**config.mk**
```make
export PLATFORM = sky130hd
export DESIGN_NAME = dmem_arbiter
export DESIGN_NICKNAME = d
export VERILOG_FILES = /design/src/rtl/dmem_arbiter.sv
export SDC_FILE = /design/constraint.sdc
export NUM_CORES = 1
export LEC_CHECK = 0
export ABC_AREA = 0
export CORE_AREA = 4 4 225 227
export DETAILED_ROUTE_END_ITERATION = 16
export DIE_AREA = 0 0 229 231
export GPL_TIMING_DRIVEN = 0
export PLACE_DENSITY = 0.59
export SLEW_MARGIN = 30
export SYNTH_ARGS = -nofsm -noshare
export SYNTH_HDL_FRONTEND = slang
export SYNTH_HIERARCHICAL = 1
export SYNTH_SLANG_ARGS = --single-unit
```
**constraint.sdc**
```tcl
create_clock -name clk -period 4.3 [get_ports clk]
set_input_delay 0.43 -clock clk [delete_from_list [all_inputs] [get_ports clk]]
set_output_delay 0.43 -clock clk [all_outputs]
set_load 0.1 [all_outputs]
```
**src/rtl/dmem_arbiter.sv**
```systemverilog
// dmem_arbiter
//   Two-port arbiter and access sequencer for the single-ported data memory.
//   Port 0 is the CPU load/store stage and port 1 is the debug/loader port.
//   The block issues one mem_read or mem_write pulse per transaction and
//   returns completion as a one-cycle ack, plus err for rejected accesses.
//   Every transaction runs IDLE -> [ISSUE -> [WAIT]] -> RESP -> IDLE.
//
//   Build option DMEM_ARB_RR_EN:
//     defined   - round-robin between simultaneous requesters.
//     undefined - fixed priority, port 0 wins.
//
// Ports
//   clk, rst_n             clock, async active-low reset
//   reqN/weN/addrN/wdataN  request side, held stable until ackN
//   ackN/errN              one-cycle completion; errN = rejected, no access
//   rdataN                 last successful read data on port N
//   mem_read/mem_write     one-cycle strobes to data_mem (ISSUE only)
//   mem_addr/mem_wdata     last latched request (byte address, unmodified)
//   mem_rdata              registered read data from data_mem (sampled in WAIT)
//   busy                   high whenever the sequencer is not idle

// Per-port read-data holding register. It is loaded only by a successful
// read on this port, so writes and errors leave it untouched.
module dmem_arb_port #(
  parameter int DATA_W = 64
) (
  input  logic              clk,
  input  logic              rst_n,
  input  logic              load,
  input  logic [DATA_W-1:0] d,
  output logic [DATA_W-1:0] q
);
  always_ff @(posedge clk or negedge rst_n) begin
    if (!rst_n)    q <= '0;
    else if (load) q <= d;
  end
endmodule

module dmem_arbiter #(
  parameter int DATA_W    = 64,
  parameter int ADDR_W    = 64,
  parameter int NUM_WORDS = 32
) (
  input  logic              clk,
  input  logic              rst_n,
  input  logic              req0,
  input  logic              we0,
  input  logic [ADDR_W-1:0] addr0,
  input  logic [DATA_W-1:0] wdata0,
  input  logic              req1,
  input  logic              we1,
  input  logic [ADDR_W-1:0] addr1,
  input  logic [DATA_W-1:0] wdata1,
  output logic              ack0,
  output logic              err0,
  output logic [DATA_W-1:0] rdata0,
  output logic              ack1,
  output logic              err1,
  output logic [DATA_W-1:0] rdata1,
  output logic              mem_read,
  output logic              mem_write,
  output logic [ADDR_W-1:0] mem_addr,
  output logic [DATA_W-1:0] mem_wdata,
  input  logic [DATA_W-1:0] mem_rdata,
  output logic              busy
);

  // First illegal byte address.
  localparam logic [ADDR_W-1:0] ADDR_LIMIT = ADDR_W'(NUM_WORDS * 8);

  typedef enum logic [1:0] {IDLE, ISSUE, WAIT, RESP} state_t;

  typedef struct packed {
    logic              we;
    logic [ADDR_W-1:0] addr;
    logic [DATA_W-1:0] wdata;
  } req_t;

  state_t                 state, state_nx;
  req_t   [1:0]           rq;
  req_t                   cur_q;
  logic                   port_q, err_q;
  logic                   gnt, take, sel_bad, cap;
  logic   [1:0]           req_v, ack_v, err_v;
  logic   [1:0][DATA_W-1:0] rdata_v;

  assign req_v = {req1, req0};
  assign rq[0] = '{we: we0, addr: addr0, wdata: wdata0};
  assign rq[1] = '{we: we1, addr: addr1, wdata: wdata1};

  // A grant is only taken while idle; requests arriving in any other state
  // simply wait at the req level.
  assign take    = (state == IDLE) && (|req_v);
  assign sel_bad = (rq[gnt].addr[2:0] != 3'b000) || (rq[gnt].addr >= ADDR_LIMIT);

`ifdef DMEM_ARB_RR_EN
  // last_q = port granted most recently; reset as if port 1 had just won so
  // port 0 takes the first contended grant. Error grants also advance it.
  logic last_q;

  assign gnt = (&req_v) ? ~last_q : req_v[1];

  always_ff @(posedge clk or negedge rst_n) begin
    if (!rst_n)    last_q <= 1'b1;
    else if (take) last_q <= gnt;
  end
`else
  // Fixed priority: port 1 only wins when port 0 is not requesting.
  assign gnt = ~req_v[0];
`endif

  // Transaction latch. mem_addr/mem_wdata are driven straight from here so
  // they keep the last latched values between transactions.
  always_ff @(posedge clk or negedge rst_n) begin
    if (!rst_n) begin
      cur_q  <= '0;
      port_q <= 1'b0;
      err_q  <= 1'b0;
    end else if (take) begin
      cur_q  <= rq[gnt];
      port_q <= gnt;
      err_q  <= sel_bad;
    end
  end

  always_ff @(posedge clk or negedge rst_n) begin
    if (!rst_n) state <= IDLE;
    else        state <= state_nx;
  end

  always_comb begin
    state_nx  = state;
    mem_read  = 1'b0;
    mem_write = 1'b0;
    cap       = 1'b0;
    case (state)
      IDLE:  if (|req_v) state_nx = sel_bad ? RESP : ISSUE;
      ISSUE: begin
        mem_read  = ~cur_q.we;
        mem_write =  cur_q.we;
        state_nx  = cur_q.we ? RESP : WAIT;
      end
      // data_mem registered the read at the end of ISSUE; grab it now.
      WAIT:  begin
        cap      = 1'b1;
        state_nx = RESP;
      end
      RESP:    state_nx = IDLE;
      default: state_nx = IDLE;
    endcase
  end

  for (genvar i = 0; i < 2; i++) begin : g_port
    logic hit;
    assign hit      = (port_q == 1'(i));
    assign ack_v[i] = (state == RESP) && hit;
    assign err_v[i] = (state == RESP) && hit && err_q;

    dmem_arb_port #(.DATA_W(DATA_W)) u_port (
      .clk   (clk),
      .rst_n (rst_n),
      .load  (cap && hit),
      .d     (mem_rdata),
      .q     (rdata_v[i])
    );
  end

  assign ack0      = ack_v[0];
  assign ack1      = ack_v[1];
  assign err0      = err_v[0];
  assign err1      = err_v[1];
  assign rdata0    = rdata_v[0];
  assign rdata1    = rdata_v[1];
  assign mem_addr  = cur_q.addr;
  assign mem_wdata = cur_q.wdata;
  assign busy      = (state != IDLE);

endmodule

```
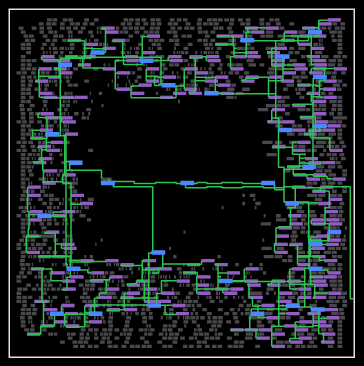
Run 1: clock wires, drivers and flops
Drawn at 1.5 px/um.
[blue] clock-net drivers | count: 31
[purple] flip-flops | count: 261
[green] clock wires | length: 3,930 um
flops lie: spread over the die
routed clock nets: 32

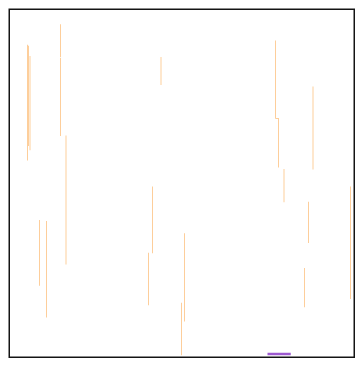
Run 1: wiring by layer
Drawn at 1.5 px/um. Only two layers are drawn.
[purple] M5 | wire length: 13.8 um
[orange] M4 | wire length: 954 um
Avg WL per Cell: 20.4 um
via total after detailed routing: 10,000
global-route total usage across every layer: 16.9%
Routed WL: 46,900 um

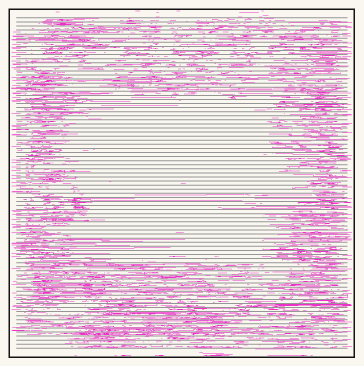
Run 1: met1 routing
Drawn at 1.5 px/um. Supply wires on this layer in grey.
share of all routed wire: 40%
main direction: horizontal
wire length on this layer: 18,900 um
nets with wire on the layer: 1,795
longest straight run: 98.9 um
M1 GR Usage: 20.5%

==> impl_metrics.tcl, run 1 <==
# flow metrics
set metrics [dict create \
    hpwl_um 37600 \
    worstSetupPathType "flop to primary output" \
    routed_metal_1_wire_length_um 18900 \
    ff_type "dfrtp_1" \
    syn_area_sq_um 12700 \
    ys_chip_area_sq_um 12700 \
    totalNegativeSetupSlack_ps 0 \
    busiest_layer "met2" \
    tritoncts.num_buffers 31 \
    layoutNonFillerInstCount 2302 \
    io_buffers 588 \
    outcome "completed" \
    cts-resized-gates 0 \
    timing.critical_path.fanout_max 4 \
    clock_latency_ps 580 \
    dp.cells 2244 \
    ant_nets 0 \
    adder_area_share_pct 0.394 \
    grt_start_max_net_pins 82 \
    core_region_area_sq_um 48600 \
    synthesized_area_fraction_occupied_by_ao_oa_aoi_and_oai_cells_pct 5.49 \
    worst_hold_slack_ps 337 \
    synth-edff-count 0 \
    num_antenna_cells 0 \
    setup_viol 0 \
    postCtsHoldBufs 1 \
    synthTopCellsByCount "dfrtp_1, nand2_1, o21ai_0, mux2i_1, buf_4" \
    detail_route.drc_violations 0 \
    yosysMostFrequentCell "dfrtp_1" \
    yosys-stat-cells 1031 \
    ioPinCount 589 \
    rsz0062_at_grt "no" \
    worst_setup_slack_final_ps 1120 \
    vias_per_cell 4.35 \
    post_synth_mux_area_share_pct 25.1 \
    clkSlewWorstSetupHoldPaths_ps 70 \
    cts_sinks 261 \
    yosys.area.top_type "dfrtp_1" \
    clock_skew_ps 20.0 \
    cap_viol_max_count 0 \
    grtUsageMet3_pct 6.06 \
    critical_path.reg2reg.startpoint "state[0]" \
]
-- run 1: final cells by class --
type | count | area, sq um | share of cell area, %
clock inverters | 18 | 259 | 1.27
well taps | 622 | 778 | 3.81
flip-flops and latches | 261 | 6530 | 32.0
plain buffers | 185 | 1420 | 6.96
inverters | 3 | 11.3 | 0.0551
repair buffers | 592 | 5830 | 28.5
multi-input cells | 582 | 4750 | 23.2
clock buffers | 39 | 856 | 4.19
-- run 1: critical path: stages, from the launching register on --
cell             delay (ps)
dfrtp_1                 410
ha_1                    220
nor2b_1                 320
clkdlybuf4s50_1        1210
-- run 1: logic make-up (layout without fill, tap and decap cells) --
kind of cell,Yosys count,count (layout)
adders and majority gates,4,4
buffers and inverters,188,837
AOI/OAI and AO/OA,137,137
DFF,261,261
muxes,258,258
and+or+nand+nor,183,183
Run 1, gate-type map:
Drawn at 2 px/um.
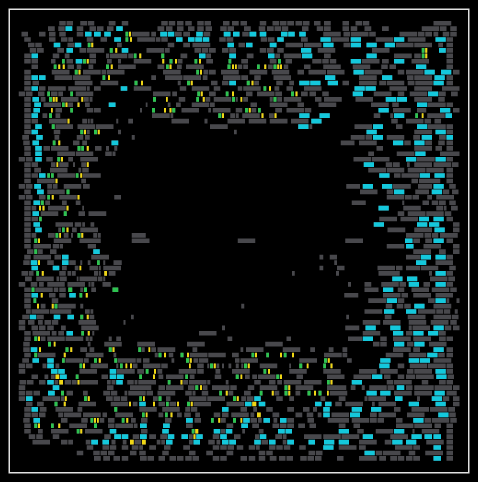

==> run 1 -> run 2 <==
CORE_AREA = 4 4 226 228   (was 4 4 225 227)
DIE_AREA = 0 0 230 232   (was 0 0 229 231)
clock period = 3.3 ns   (was 4.3 ns; I/O delays follow)
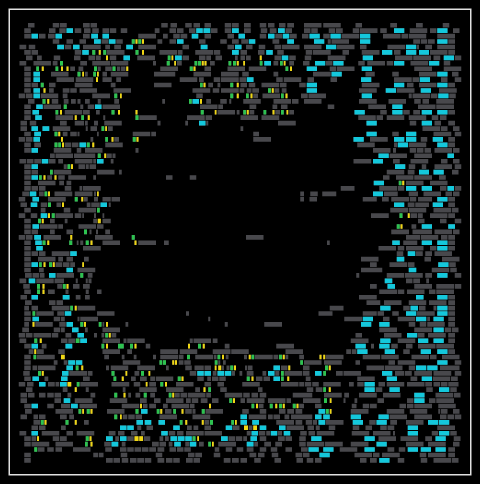
Run 2: gate-type map
Drawn at 2 px/um.
[cyan] mux cells | cells: 258 | where: spread over the die
[green] aoi and oai cells | cells: 135
[yellow] nand cells | cells: 140
logic gate fraction of the total cell area: 23.2%
final cell count without fillers: 2,345
leading cell type in the layout, fill and taps excluded: clkdlybuf4s50_1

==> run 2 against run 1 <==
  * Hold slack lost 20 ps
  * Via count grew 1.1%
  * Clock-buffer cell count grew 5
  * Critical path depth is the same
  * Register-to-register slack lost 1000 ps
  * Synthesized cell count is the same
==> impl_metrics.tcl, run 2 <==
# flow metrics
set metrics [dict create \
    outcome "completed" \
    clkSlewWorstSetupHoldPaths_ps 60 \
    worst_hold_slack_ps 317 \
    nWellTaps 664 \
    yosys.area.top_type "dfrtp_1" \
    cap_viol_max_count 0 \
    syn_area_sq_um 12700 \
    clk_share_pct 5.24 \
    worst_setup_slack_final_ps 398 \
    cts-resized-gates 0 \
    clock_latency_ps 570 \
    num_antenna_cells 2 \
    num-nonclk-inverters 3 \
    wl_um 48100 \
    io_buffers 588 \
    routedWlPerCell_um 20.5 \
    grt_util_all_layers_pct 17.3 \
    setup_viol 0 \
    comb_cells 582 \
    ff_type "dfrtp_1" \
    tritoncts.num_buffers 31 \
    largestClassByArea "buffers" \
    nFlopsAndLatches 261 \
    ioPinCount 589 \
    routed-via-count 10100 \
    vias_per_cell 4.31 \
    multiInputGateArea_sq_um 4750 \
    ant_nets 0 \
    critical_path.reg2reg.startpoint "state[0]" \
    clkbuf_count 44 \
    layout.nonclk_buf_share_pct 35.5 \
]
-- run 2: cells by family (layout without fill, tap and decap cells) --
| family | after synthesis | count (layout) | synth area share [%] |
|---|---|---|---|
| AOI/OAI and AO/OA | 137 | 137 | 5.49 |
| adders and majority gates | 4 | 4 | 0.394 |
| and+or+nand+nor | 183 | 183 | 6.37 |
| buffers and inverters | 188 | 836 | 11.3 |
| other | 0 | 2 | 0 |
| DFF | 261 | 261 | 51.4 |
| muxes | 258 | 258 | 25.1 |
-- run 2: worst max-delay path: stages, from the launching register on --
cell             delay, ps
dfrtp_1                410
ha_1                   260
and3_1                 190
clkdlybuf4s50_1       1160
-- run 2: routing by layer --
metal,track usage (%),up-vias,routed length (um)
met2,29.9,437,23300
met5,0,-,34
met3,5.92,78,4200
met4,5.20,6,1430
met1,20.4,4885,19200
li1,-,4712,-
